===== src/rtl/l_class_oc_fifoarb2.sv =====
// rtl/l_class_oc_fifoarb2.sv - two-requester round-robin arbiter feeding a one-entry tagged holding slot
module l_class_oc_fifoarb2 #(
  parameter int WIDTH = 32,
  parameter int CNTW  = 16
) (
  input  logic             CLK,
  input  logic             nRST,
  input  logic             in0__ENA,
  input  logic [WIDTH-1:0] in0_v,
  output logic             in0__RDY,
  input  logic             in1__ENA,
  input  logic [WIDTH-1:0] in1_v,
  output logic             in1__RDY,
  input  logic             deq__ENA,
  output logic             deq__RDY,
  output logic [WIDTH-1:0] first,
  output logic             first_src,
  output logic             first__RDY,
  output logic [CNTW-1:0]  cnt0,
  output logic [CNTW-1:0]  cnt1
);

  logic [WIDTH-1:0] r_element;
  logic             r_src;
  logic             r_full;
  logic             r_prio;
  logic [CNTW-1:0]  r_cnt0;
  logic [CNTW-1:0]  r_cnt1;

  logic             w_grant0;
  logic             w_grant1;
  logic             w_deq;

  // nRST gates the grants so no requester sees ready while reset is held.
  assign w_grant0 = nRST && !r_full && in0__ENA && (!in1__ENA || (r_prio == 1'b0));
  assign w_grant1 = nRST && !r_full && in1__ENA && (!in0__ENA || (r_prio == 1'b1));
  assign w_deq    = deq__ENA && r_full;

  always_ff @(posedge CLK or negedge nRST) begin
    if (!nRST) begin
      r_element <= '0;
      r_src     <= 1'b0;
      r_full    <= 1'b0;
      r_prio    <= 1'b0;
      r_cnt0    <= '0;
      r_cnt1    <= '0;
    end else begin
      if (w_grant0) begin
        r_element <= in0_v;
        r_src     <= 1'b0;
        r_full    <= 1'b1;
        r_prio    <= 1'b1;
        if (r_cnt0 != '1) begin
          r_cnt0 <= r_cnt0 + CNTW'(1);
        end
      end else if (w_grant1) begin
        r_element <= in1_v;
        r_src     <= 1'b1;
        r_full    <= 1'b1;
        r_prio    <= 1'b0;
        if (r_cnt1 != '1) begin
          r_cnt1 <= r_cnt1 + CNTW'(1);
        end
      end else if (w_deq) begin
        // element and src stay as they were; only the valid flag drops.
        r_full <= 1'b0;
      end
    end
  end

  assign in0__RDY   = w_grant0;
  assign in1__RDY   = w_grant1;
  assign deq__RDY   = r_full;
  assign first__RDY = r_full;
  assign first      = r_element;
  assign first_src  = r_src;
  assign cnt0       = r_cnt0;
  assign cnt1       = r_cnt1;

endmodule


===== config.mk =====
export PLATFORM = sky130hd
export DESIGN_NAME = l_class_oc_fifoarb2
export DESIGN_NICKNAME = d
export VERILOG_FILES = /design/src/rtl/l_class_oc_fifoarb2.sv
export SDC_FILE = /design/constraint.sdc
export NUM_CORES = 1
export LEC_CHECK = 0
export CORE_MARGIN = 8
export CORE_UTILIZATION = 42
export DETAILED_ROUTE_END_ITERATION = 16
export PLACE_DENSITY = 0.9
export SETUP_SLACK_MARGIN = 0.5
export SLEW_MARGIN = 25
export SYNTH_ARGS = -nofsm -noshare
export SYNTH_HDL_FRONTEND = slang
export SYNTH_SLANG_ARGS = --single-unit

===== constraint.sdc =====
create_clock -name CLK -period 1.7 [get_ports CLK]
set_input_delay 0.34 -clock CLK [delete_from_list [all_inputs] [get_ports CLK]]
set_output_delay 0.34 -clock CLK [all_outputs]
set_load 0.02 [all_outputs]

**Run 1: met3 routing**

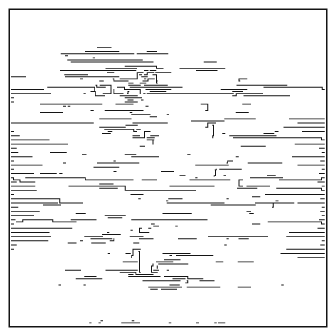
nets with wire on the layer = 198
share of all routed wire = 9.3%
wire length on this layer = 1830 um
main direction = horizontal

**Run 1: the metal 4 layer**

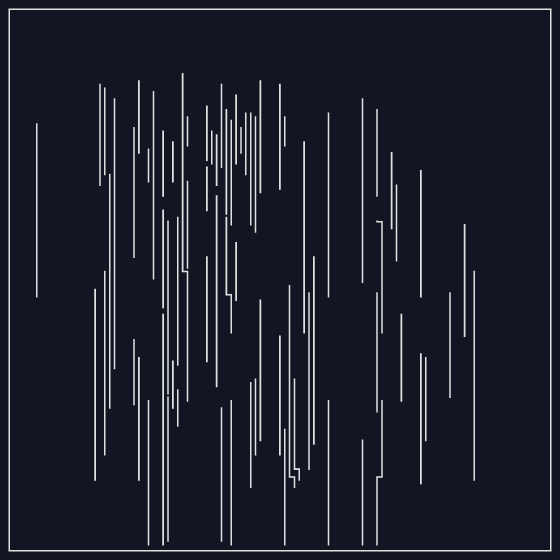
share of all routed wire = 8.4%
nets with wire on the layer = 66
main direction = vertical
longest straight run = 51.0 um
wire length on this layer = 1660 um

==> flow_metrics.tcl, run 1 <==
# yosys + openroad results
set metrics [dict create \
    synthArstFlopShare_pct 100 \
    placementRows 31 \
    r2r-end "cnt1[4]" \
    grt.overflow.total 0 \
    dpl.cell_count 556 \
    power_density_mw_per_mm2 1110 \
    gp_congestion 0.794 \
    vias 4171 \
    warning_count 29 \
    lay_top_cells "buf_6, nand2_1, buf_4" \
    topCellsByArea "dfrtp_1, nand2_1, xor2_1, a22oi_1, a31oi_1" \
    postRouteAntennaNets 0 \
    insertion_delay_ns 0.36 \
    fillCellCount 182 \
    violations "negative setup slack" \
    edf_count 0 \
    grt_pass1_wl_um 20100 \
    arrival_ns 2.25 \
    grt_pass1_vias 3848 \
    cts_sinks 67 \
    core_area_mm2 0.00721 \
    placed_cell_area_mm2 0.00505 \
    yosysWarnings 0 \
    hp-class "primary input to async pin" \
    finalWorstSetupSlack_ns -0.335 \
    holdBufCountCts 0 \
    fmax_mhz 491 \
    hold_viol_final 0 \
    status "finished, violations left" \
    grt_use_met3_pct 6.61 \
    tns_ns -1.39 \
    layout-drive-gt1-share_pct 58.2 \
    yosys.area.top_type_share_pct 53.8 \
    fp_util_pct 43.2 \
    finalHoldWorstSlack_ns 0.0505 \
    cp_top_family "simple AND/OR/NAND/NOR gates" \
    grt_start_max_net_pins 46 \
    final_core_util_pct 94.4 \
    dieArea_mm2 0.0104 \
    final_nets 642 \
    synth_cells 311 \
    io_pins 138 \
    path_max_fanout 5 \
    io_buffers 137 \
    path_cells "ha_4 -> and3_1 -> nand4_1 -> buf_6 -> buf_4 -> o21ai_4 -> o21ai_0" \
    grtUsageTotal_pct 25.1 \
    power_leakage_nw 3.11 \
    finalMaxSlewViolations 0 \
    first_pass_iters 6 \
    clock_path_buffers 2 \
    numCtsBuffers 9 \
    final-setup-viol-count 10 \
    period_used_pct 120 \
    ys_cells 311 \
    crit_type "flop to flop" \
]
**Run 1: signal wires on met2**

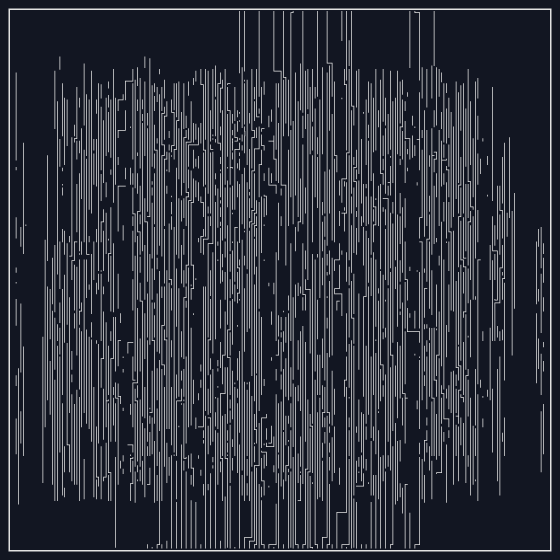
nets with wire on the layer = 623
share of all routed wire = 49%

run 1: layer usage:
layer / share of wire (%) / up-vias
li1: - / 1626
met1: 33 / 2018
met2: 49 / 375
met3: 9.3 / 152
met4: 8.4 / 0
met5: 0 / -
run 1: worst max-delay path by stage:
stage | cells after the start | to
after floorplan | 5 | cnt0[1]
after global placement | 6 | in1__RDY
after detailed placement | 9 | first[1]
after CTS | 4 | in0__RDY
after global routing | 7 | cnt1[4]
final | 7 | cnt1[4]
run 1: cell type report:
type                       count  area [um^2]  area share, %
antenna                        1         2.50         0.0367
clock buffer                  11          141           2.08
clock inverter                 5         52.6          0.771
inverter                       7         33.8          0.496
multi-input combinational    225         2020           29.6
sequential                    67         1710           25.1
tap                           99          124           1.82
timing repair buffer         261         2730           40.0
run 1: cell families (layout without fill, tap and decap cells):
| kind of cell | count (synthesis) | in the layout | synth area share [%] |
|---|---|---|---|
| simple gates | 151 | 151 | 24.8 |
| flops | 67 | 67 | 53.8 |
| compound gates | 44 | 44 | 9.47 |
| xor+xnor | 24 | 24 | 6.74 |
| buf+inv | 19 | 284 | 2.89 |
| mux | 4 | 4 | 1.56 |
| fa+ha+maj | 2 | 2 | 0.802 |
| other cells | 0 | 1 | 0 |
run 1: where the power goes:
group	total [W]	switching, W	internal, W
registers	0.00249	0.000503	0.00199
clock network	0.00143	0.000716	0.000713
logic	0.00365	0.00177	0.00188
total	0.00757	0.00299	0.00458
run 1: timing repair:
item                                    4_1_cts  5_1_grt
pin swaps                                    37       47
resized                                     428      116
setup buffers                                61       35
endpoints found under the setup margin      136      135
cloned                                        5        2
run 1: flip-flops by register name, summed over array words and instances (netlist names):
name and cells:
deq__RDY 1, cnt0 16, first 32, first_src 1, cnt1 16, r_prio 1
==> run 2: changes to the inputs <==
--- a/config.mk
+++ b/config.mk
@@ -7,9 +7,11 @@
 export LEC_CHECK = 0
 export CORE_MARGIN = 8
 export CORE_UTILIZATION = 42
+export CTS_CLUSTER_DIAMETER = 150
 export DETAILED_ROUTE_END_ITERATION = 16
 export PLACE_DENSITY = 0.9
 export SETUP_SLACK_MARGIN = 0.5
+export SKIP_LAST_GASP = 1
 export SLEW_MARGIN = 25
 export SYNTH_ARGS = -nofsm -noshare
 export SYNTH_HDL_FRONTEND = slang
**Run 2: track usage over the die**

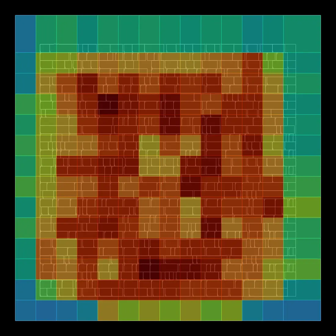
GR Util met3: 6.61%
M1 GR Usage: 28.3%
most used routing layer: met2
GRT Overall Usage: 25.1%

==> run 2 against run 1 <==
Net effect:
- the flow still finishes with violations (negative setup slack)
- combinational power barely moved
- global-route usage did not move
- cell area did not move
- non-clock buffer count did not move
- flip-flop count did not move
- largest power group unchanged
- highest routed layer unchanged
==> flow_metrics.tcl, run 2 <==
# yosys + openroad results
set metrics [dict create \
    hold_viol_final 0 \
    fmax_mhz 491 \
    vias 4171 \
    net-switching-power_w 0.00299 \
    cts_sinks 67 \
    final-seq-area_mm2 0.00171 \
    power_density_mw_per_mm2 1110 \
    finalMaxSlewViolations 0 \
    grt_pass1_wl_um 20100 \
    gp_congestion 0.794 \
    first_pass_iters 6 \
    violations "negative setup slack" \
    largest_reg_flops 32 \
    ys_cells 311 \
    postRouteAntennaNets 0 \
    top_power_group "combinational logic" \
    clkPwrFrac_pct 18.9 \
    period_used_pct 120 \
    synth_cells 311 \
    switching_share_pct 39.5 \
    seqPwrFrac_pct 32.9 \
    holdBufCountCts 0 \
    lay_top_cells "buf_6, nand2_1, buf_4" \
    p_int_w 0.00458 \
    crit_end "cnt1[4]" \
    final-setup-viol-count 10 \
    numCtsBuffers 9 \
    core_area_mm2 0.00721 \
    placed_cell_area_mm2 0.00505 \
    finalWorstSetupSlack_ns -0.335 \
    warning_count 29 \
    combGateArea_mm2 0.00202 \
    path_max_fanout 5 \
    status "finished, violations left" \
    power_leakage_nw 3.11 \
    grt.overflow.total 0 \
    powerClk_w 0.00143 \
    layout-drive-gt1-share_pct 58.2 \
    placementRows 31 \
]
[run 2: cell counts after synthesis]
Identical to the previous run, type by type.
[run 2: stage by stage]
stage,utilization [%],power [W],hold slack (ns),TNS [ns]
global placement,70.0,0.00457,0.383,-10.61
global route,94.4,0.00773,0.0555,-2.35
detailed placement,70.0,0.00466,0.393,-12.90
finish,94.4,0.00757,0.0505,-1.39
floorplan,-,0.00344,0.0444,0
CTS,84.1,0.00646,0.0245,0
[run 2: timing repair]
item	CTS	global route
resized	428	116
pin swaps	37	47
buffers inserted	61	35
endpoints found under the setup margin	136	135
gates cloned	5	2
[run 2: critical path, stage by stage (launching register included)]
cell     delay [ns]
dfrtp_2        0.45
ha_4           0.19
and3_1         0.28
nand4_1        0.28
buf_6          0.24
buf_4          0.14
o21ai_4        0.15
o21ai_0        0.15
[run 2: cell families (layout without fill, tap and decap cells)]
logic type,Yosys count,after routing,share of synthesized area (%)
simple gates,151,151,24.8
flops,67,67,53.8
compound gates,44,44,9.47
xor+xnor,24,24,6.74
buf+inv,19,284,2.89
mux,4,4,1.56
fa+ha+maj,2,2,0.802
other cells,0,1,0
[run 2: metal layers]
| layer | part of all wire, % | wire length (um) | GRT usage (%) | up-vias |
|---|---|---|---|---|
| li1 | - | - | - | 1626 |
| met1 | 33 | 6520 | 28.3 | 2018 |
| met2 | 49 | 9710 | 43.6 | 375 |
| met3 | 9.3 | 1820 | 6.61 | 152 |
| met4 | 8.4 | 1660 | 10.9 | 0 |
| met5 | 0 | 0 | 0 | - |
[run 2: layout make-up]
type                       instances  area share, %
timing repair buffer             261           40.0
multi-input combinational        225           29.6
sequential                        67           25.1
clock buffer                      11           2.08
tap                               99           1.82
clock inverter                     5          0.771
inverter                           7          0.496
antenna                            1         0.0367
Power is estimated from default activity; no workload was simulated.
